$ cat src/rtl/axis_host_ingress_gate.sv
// axis_host_ingress_gate: per-packet admission gate on the host-to-user
// ingress stream. It forwards packets whose TID is on the allow-list, cuts
// packets longer than the beat bound, and silently drops everything else.
//
// state | meaning
// ------+---------------------------------------------------------------
// IDLE  | waiting for the first beat; config snapshot taken on that beat
// PASS  | forwarding the body of an admitted packet
// DROP  | swallowing the rest of a disallowed packet
// DRAIN | swallowing the tail of a packet cut at the beat limit
module axis_host_ingress_gate #(
  parameter int DATA_BITS = 512,
  parameter int TID_BITS  = 6,
  parameter int LEN_BITS  = 16,
  parameter int CNT_BITS  = 32
) (
  input  logic                   aclk,
  input  logic                   areset,
  input  logic [DATA_BITS-1:0]   s_axis_tdata,
  input  logic [DATA_BITS/8-1:0] s_axis_tkeep,
  input  logic [TID_BITS-1:0]    s_axis_tid,
  input  logic                   s_axis_tlast,
  input  logic                   s_axis_tvalid,
  output logic                   s_axis_tready,
  output logic [DATA_BITS-1:0]   m_axis_tdata,
  output logic [DATA_BITS/8-1:0] m_axis_tkeep,
  output logic [TID_BITS-1:0]    m_axis_tid,
  output logic                   m_axis_tlast,
  output logic                   m_axis_tvalid,
  input  logic                   m_axis_tready,
  input  logic                   cfg_en,
  input  logic [2**TID_BITS-1:0] cfg_tid_allow,
  input  logic [LEN_BITS-1:0]    cfg_max_beats,
  output logic [CNT_BITS-1:0]    stat_fwd_pkts,
  output logic [CNT_BITS-1:0]    stat_drop_pkts,
  output logic [CNT_BITS-1:0]    stat_trunc_pkts,
  output logic                   busy
);

  localparam int KEEP_BITS = DATA_BITS / 8;
  localparam int BEAT_BITS = DATA_BITS + KEEP_BITS + TID_BITS + 1;

  typedef enum logic [1:0] {IDLE, PASS, DROP, DRAIN} state_t;

  state_t               state, state_nxt;
  logic [LEN_BITS-1:0]  beat_cnt, beat_cnt_nxt;
  logic [LEN_BITS-1:0]  lim_q, lim_nxt;
  logic [LEN_BITS:0]    cnt_inc;
  logic                 s_fire, pop, push, push_last;
  logic                 inc_fwd, inc_drop, inc_trunc;
  logic [BEAT_BITS-1:0] buf_mem [2];
  logic                 wr_ptr, rd_ptr;
  logic [1:0]           buf_cnt, buf_cnt_nxt;
  logic                 rdy_q;

  // Discarding states never back-pressure; otherwise ready is the registered not-full flag.
  assign s_axis_tready = (state == DROP || state == DRAIN) ? 1'b1 : rdy_q;
  assign s_fire        = s_axis_tvalid && s_axis_tready;
  assign m_axis_tvalid = (buf_cnt != 2'd0);
  assign pop           = m_axis_tvalid && m_axis_tready;
  assign {m_axis_tdata, m_axis_tkeep, m_axis_tid, m_axis_tlast} = buf_mem[rd_ptr];
  assign busy          = (state != IDLE) || (buf_cnt != 2'd0);
  // One extra bit so the limit compare cannot wrap when the counter is all-ones.
  assign cnt_inc       = {1'b0, beat_cnt} + {{LEN_BITS{1'b0}}, 1'b1};

  // Next-state, push decision and statistics strobes.
  always_comb begin
    state_nxt    = state;
    beat_cnt_nxt = beat_cnt;
    lim_nxt      = lim_q;
    push         = 1'b0;
    push_last    = s_axis_tlast;
    inc_fwd      = 1'b0;
    inc_drop     = 1'b0;
    inc_trunc    = 1'b0;
    case (state)
      IDLE: begin
        if (s_fire) begin
          if (!cfg_en || cfg_tid_allow[s_axis_tid]) begin
            push         = 1'b1;
            beat_cnt_nxt = LEN_BITS'(1);
            // A zero limit also covers the filtering-disabled case.
            lim_nxt      = cfg_en ? cfg_max_beats : '0;
            if (s_axis_tlast) begin
              inc_fwd = 1'b1;
            end else if (cfg_en && cfg_max_beats == LEN_BITS'(1)) begin
              push_last = 1'b1;
              inc_fwd   = 1'b1;
              inc_trunc = 1'b1;
              state_nxt = DRAIN;
            end else begin
              state_nxt = PASS;
            end
          end else begin
            inc_drop = 1'b1;
            if (!s_axis_tlast) state_nxt = DROP;
          end
        end
      end
      PASS: begin
        if (s_fire) begin
          push = 1'b1;
          if (!(&beat_cnt)) beat_cnt_nxt = cnt_inc[LEN_BITS-1:0];
          if (s_axis_tlast) begin
            inc_fwd   = 1'b1;
            state_nxt = IDLE;
          end else if (lim_q != '0 && cnt_inc == {1'b0, lim_q}) begin
            push_last = 1'b1;
            inc_fwd   = 1'b1;
            inc_trunc = 1'b1;
            state_nxt = DRAIN;
          end
        end
      end
      DROP, DRAIN: begin
        if (s_fire && s_axis_tlast) state_nxt = IDLE;
      end
      default: state_nxt = IDLE;
    endcase
  end

  // Skid buffer occupancy after this cycle's push/pop.
  always_comb begin
    buf_cnt_nxt = buf_cnt;
    case ({push, pop})
      2'b10:   buf_cnt_nxt = buf_cnt + 2'd1;
      2'b01:   buf_cnt_nxt = buf_cnt - 2'd1;
      default: buf_cnt_nxt = buf_cnt;
    endcase
  end

  // FSM, packet snapshot and skid buffer control registers.
  always_ff @(posedge aclk) begin
    if (areset) begin
      state    <= IDLE;
      beat_cnt <= '0;
      lim_q    <= '0;
      buf_cnt  <= 2'd0;
      wr_ptr   <= 1'b0;
      rd_ptr   <= 1'b0;
      rdy_q    <= 1'b1;
    end else begin
      state    <= state_nxt;
      beat_cnt <= beat_cnt_nxt;
      lim_q    <= lim_nxt;
      buf_cnt  <= buf_cnt_nxt;
      rdy_q    <= (buf_cnt_nxt != 2'd2);
      if (push) wr_ptr <= ~wr_ptr;
      if (pop)  rd_ptr <= ~rd_ptr;
    end
  end

  // Skid buffer storage; contents are don't-care while the entry is empty.
  always_ff @(posedge aclk) begin
    if (push) buf_mem[wr_ptr] <= {s_axis_tdata, s_axis_tkeep, s_axis_tid, push_last};
  end

  // Saturating packet statistics.
  always_ff @(posedge aclk) begin
    if (areset) begin
      stat_fwd_pkts   <= '0;
      stat_drop_pkts  <= '0;
      stat_trunc_pkts <= '0;
    end else begin
      if (inc_fwd   && !(&stat_fwd_pkts))   stat_fwd_pkts   <= stat_fwd_pkts + CNT_BITS'(1);
      if (inc_drop  && !(&stat_drop_pkts))  stat_drop_pkts  <= stat_drop_pkts + CNT_BITS'(1);
      if (inc_trunc && !(&stat_trunc_pkts)) stat_trunc_pkts <= stat_trunc_pkts + CNT_BITS'(1);
    end
  end

endmodule

$ cat config.mk
export PLATFORM = sky130hd
export DESIGN_NAME = axis_host_ingress_gate
export DESIGN_NICKNAME = d
export VERILOG_FILES = /design/src/rtl/axis_host_ingress_gate.sv
export SDC_FILE = /design/constraint.sdc
export NUM_CORES = 1
export LEC_CHECK = 0
export CAP_MARGIN = 20
export CORE_AREA = 4 4 526 528
export CTS_CLUSTER_DIAMETER = 120
export DETAILED_ROUTE_END_ITERATION = 10
export DIE_AREA = 0 0 530 532
export GPL_ROUTABILITY_DRIVEN = 0
export HOLD_SLACK_MARGIN = 0.15
export MAX_ROUTING_LAYER = met4
export REMOVE_ABC_BUFFERS = 1
export SYNTH_ARGS = -nofsm -noshare
export SYNTH_HDL_FRONTEND = slang
export SYNTH_SLANG_ARGS = --single-unit
$ cat constraint.sdc
create_clock -name aclk -period 48.4 [get_ports aclk]
set_input_delay 9.68 -clock aclk [delete_from_list [all_inputs] [get_ports aclk]]
set_output_delay 9.68 -clock aclk [all_outputs]
set_load 0.02 [all_outputs]
### Signal wires by layer, run 1

Only two layers are drawn.
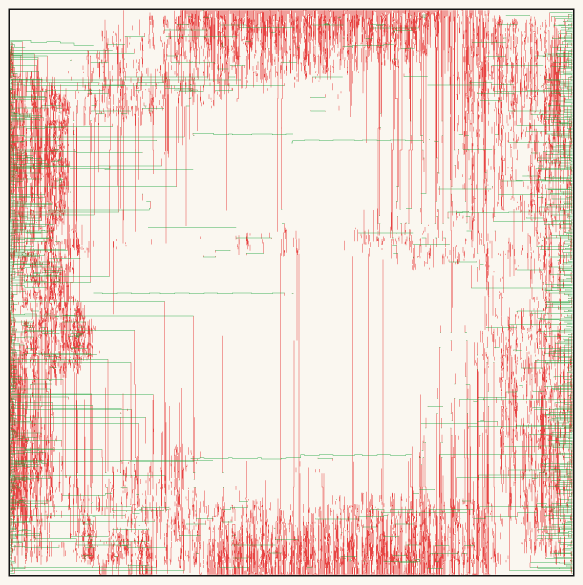
| colour | layer | wire length |
|---|---|---|
| green | M3 | 19000 um |
| red | M2 | 95.8 mm |

### M1 wires, run 1

Supply wires on this layer in grey.
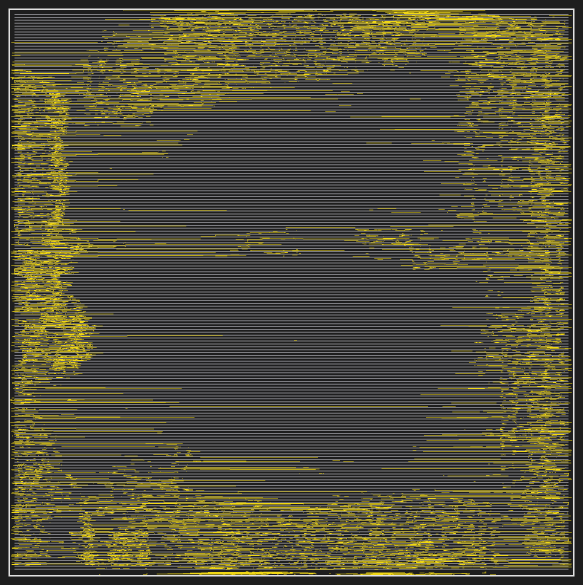
nets with wire on the layer: 4538
longest straight run: 249 um
drt total wl: 194600 um
met1 GRT Util: 0.1486
via count: 31000

### M4 wires, run 1

Supply wires on this layer in grey.
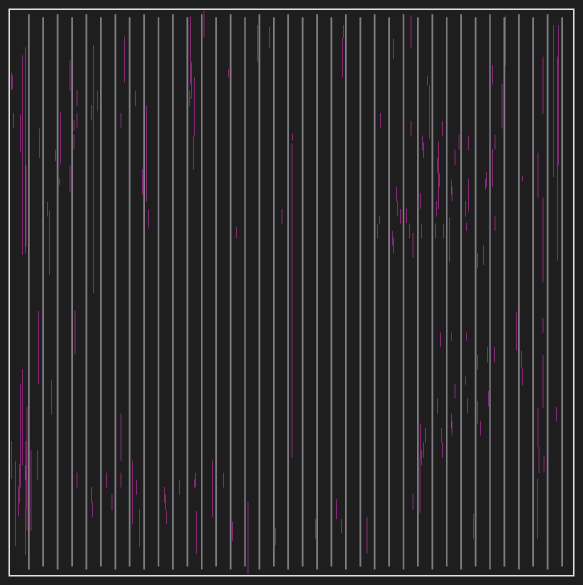
share of all routed wire: 2.9%
longest straight run: 296 um
wire length on this layer: 5570 um
nets with wire on the layer: 126
main direction: vertical

==> CHANGELOG.md, run 1 <==
## Flow update

- Leading cell kind: registers
- GRT Util Overall: 0.1347
- Aoi share: 0.02442
- Status: finished clean
- DRC viols: 0
- Clk cell area share: 0.06880
- DPL Wire Length: 153300 um
- M1 WL: 74280 um
- Hold EP: lim_q[3]$_SDFFE_PP0P_
- Critical path origin: s_axis_tid[0]
- Total core area: 272400 um2
- Post-CTS Hold Buffers: 0
- Cell count listed in synth_stat.txt: 2725
- Multiplexer share: 0.1439
- Overflow after GRT: 0
- Via density: 3.919
- Post-synth top area cell: edfxtp_1
- VDD IR max: 0.02741 mV
- Initial drt markers: 2000
- Final slew viol count: 0
- Main logic family after synthesis: multiplexers
### Clock nets, run 1

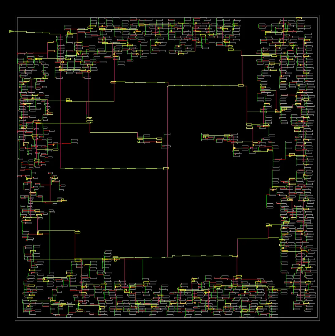

==> run 2: changes to the inputs <==
Clock period 48.4 ns to 14.6 ns, I/O delays scaled along.
### Clock nets, run 2

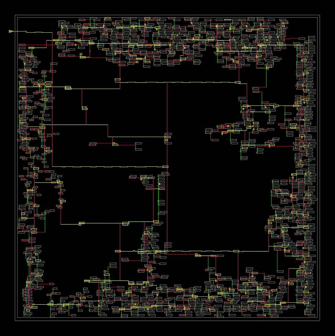
clock sink count: 1302
clkbuf count: 201
clock group power: 0.00384 W
Seq cells: 1302
CTS Buf Count: 156

### Layout detail, run 2

Bar = 10 um. Region (250, 251) to (280, 281) um. Cells in grey, sequential cells in the stronger grey; small squares are vias.
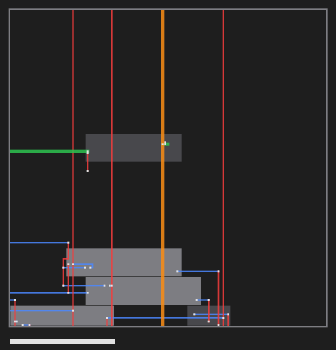
| colour | layer |
|---|---|
| orange | M4 |
| green | M3 |
| red | M2 |
| blue | M1 |
cells with their middle in the window: 5
netlist names of flops here include: buf_mem (3)
most frequent: edfxtp_1 (3), mux2_2 (1), clkbuf_16 (1)
sequential cells in the window: 3

==> run 2 against run 1 <==
Effect of this change:
- first-iteration DRC count shrank 5.8%
- clock skew fell by 0.0064 ns
- worst hold slack worse by 0.0032 ns
- total power grew to 3.3 times the previous value
- flip-flop count is the same
- clock power rose to 3.4 times the previous value
- critical path type unchanged
- highest routed layer unchanged
==> CHANGELOG.md, run 2 <==
## Flow update

- Pwr Total: 0.01256 W
- Final slew viol count: 0
- Clk cell area share: 0.06971
- Via count: 30730
- Aoi share: 0.02442
- DRC viols: 0
- Final Cycle Share: 0.5356
- Cell count listed in synth_stat.txt: 2725
- Comb. pwr: 0.00395 W
- Worst Path Required: 15.01 ns
- Cell mode on critical path: buf_4
- Total core area: 272400 um2
- DRT antenna net count: 0
- Hold Path Depth: 2
- Buffer share of cell area: 0.1903
- Kind of cell adding the most delay to the critical path: buffers and inverters
- Main logic family after synthesis: multiplexers
- Post-synth top area cell: edfxtp_1
- R2r worst-path depth: 10
- Critical path class: input pin to flip-flop
- Share of cells above drive strength 1: 0.2099
- Overflow after GRT: 0
- Leading cell kind: registers
- Max incr delay on CP: 1.07 ns
- Hold EP: lim_q[12]$_SDFFE_PP0P_
- Initial drt markers: 1885
- Fillers: 27550
- Register area: 37740 um2
- GRT Util Overall: 0.1360
- Dominant logic cell type in the layout: clkdlybuf4s50_1
- DPL Wire Length: 153100 um
- Met3 Use GR: 0.05681
- Drt total wl: 196300 um
- Status: finished clean
- Critical path origin: s_axis_tid[0]
- VDD IR max: 0.09759 mV
- Post-CTS Hold Buffers: 0
- Multiplexer share: 0.1439
- Via density: 3.887
- Nets@finish: 4822
- IO Count: 1350
- Comb_multi_in: 1296
- Met1 GRT Util: 0.1469
- M1 WL: 72770 um
- Met2 wire len: 96500 um
- Initial antenna violation count: 136
No activity file was given, so power comes from the tool's default toggle rates.
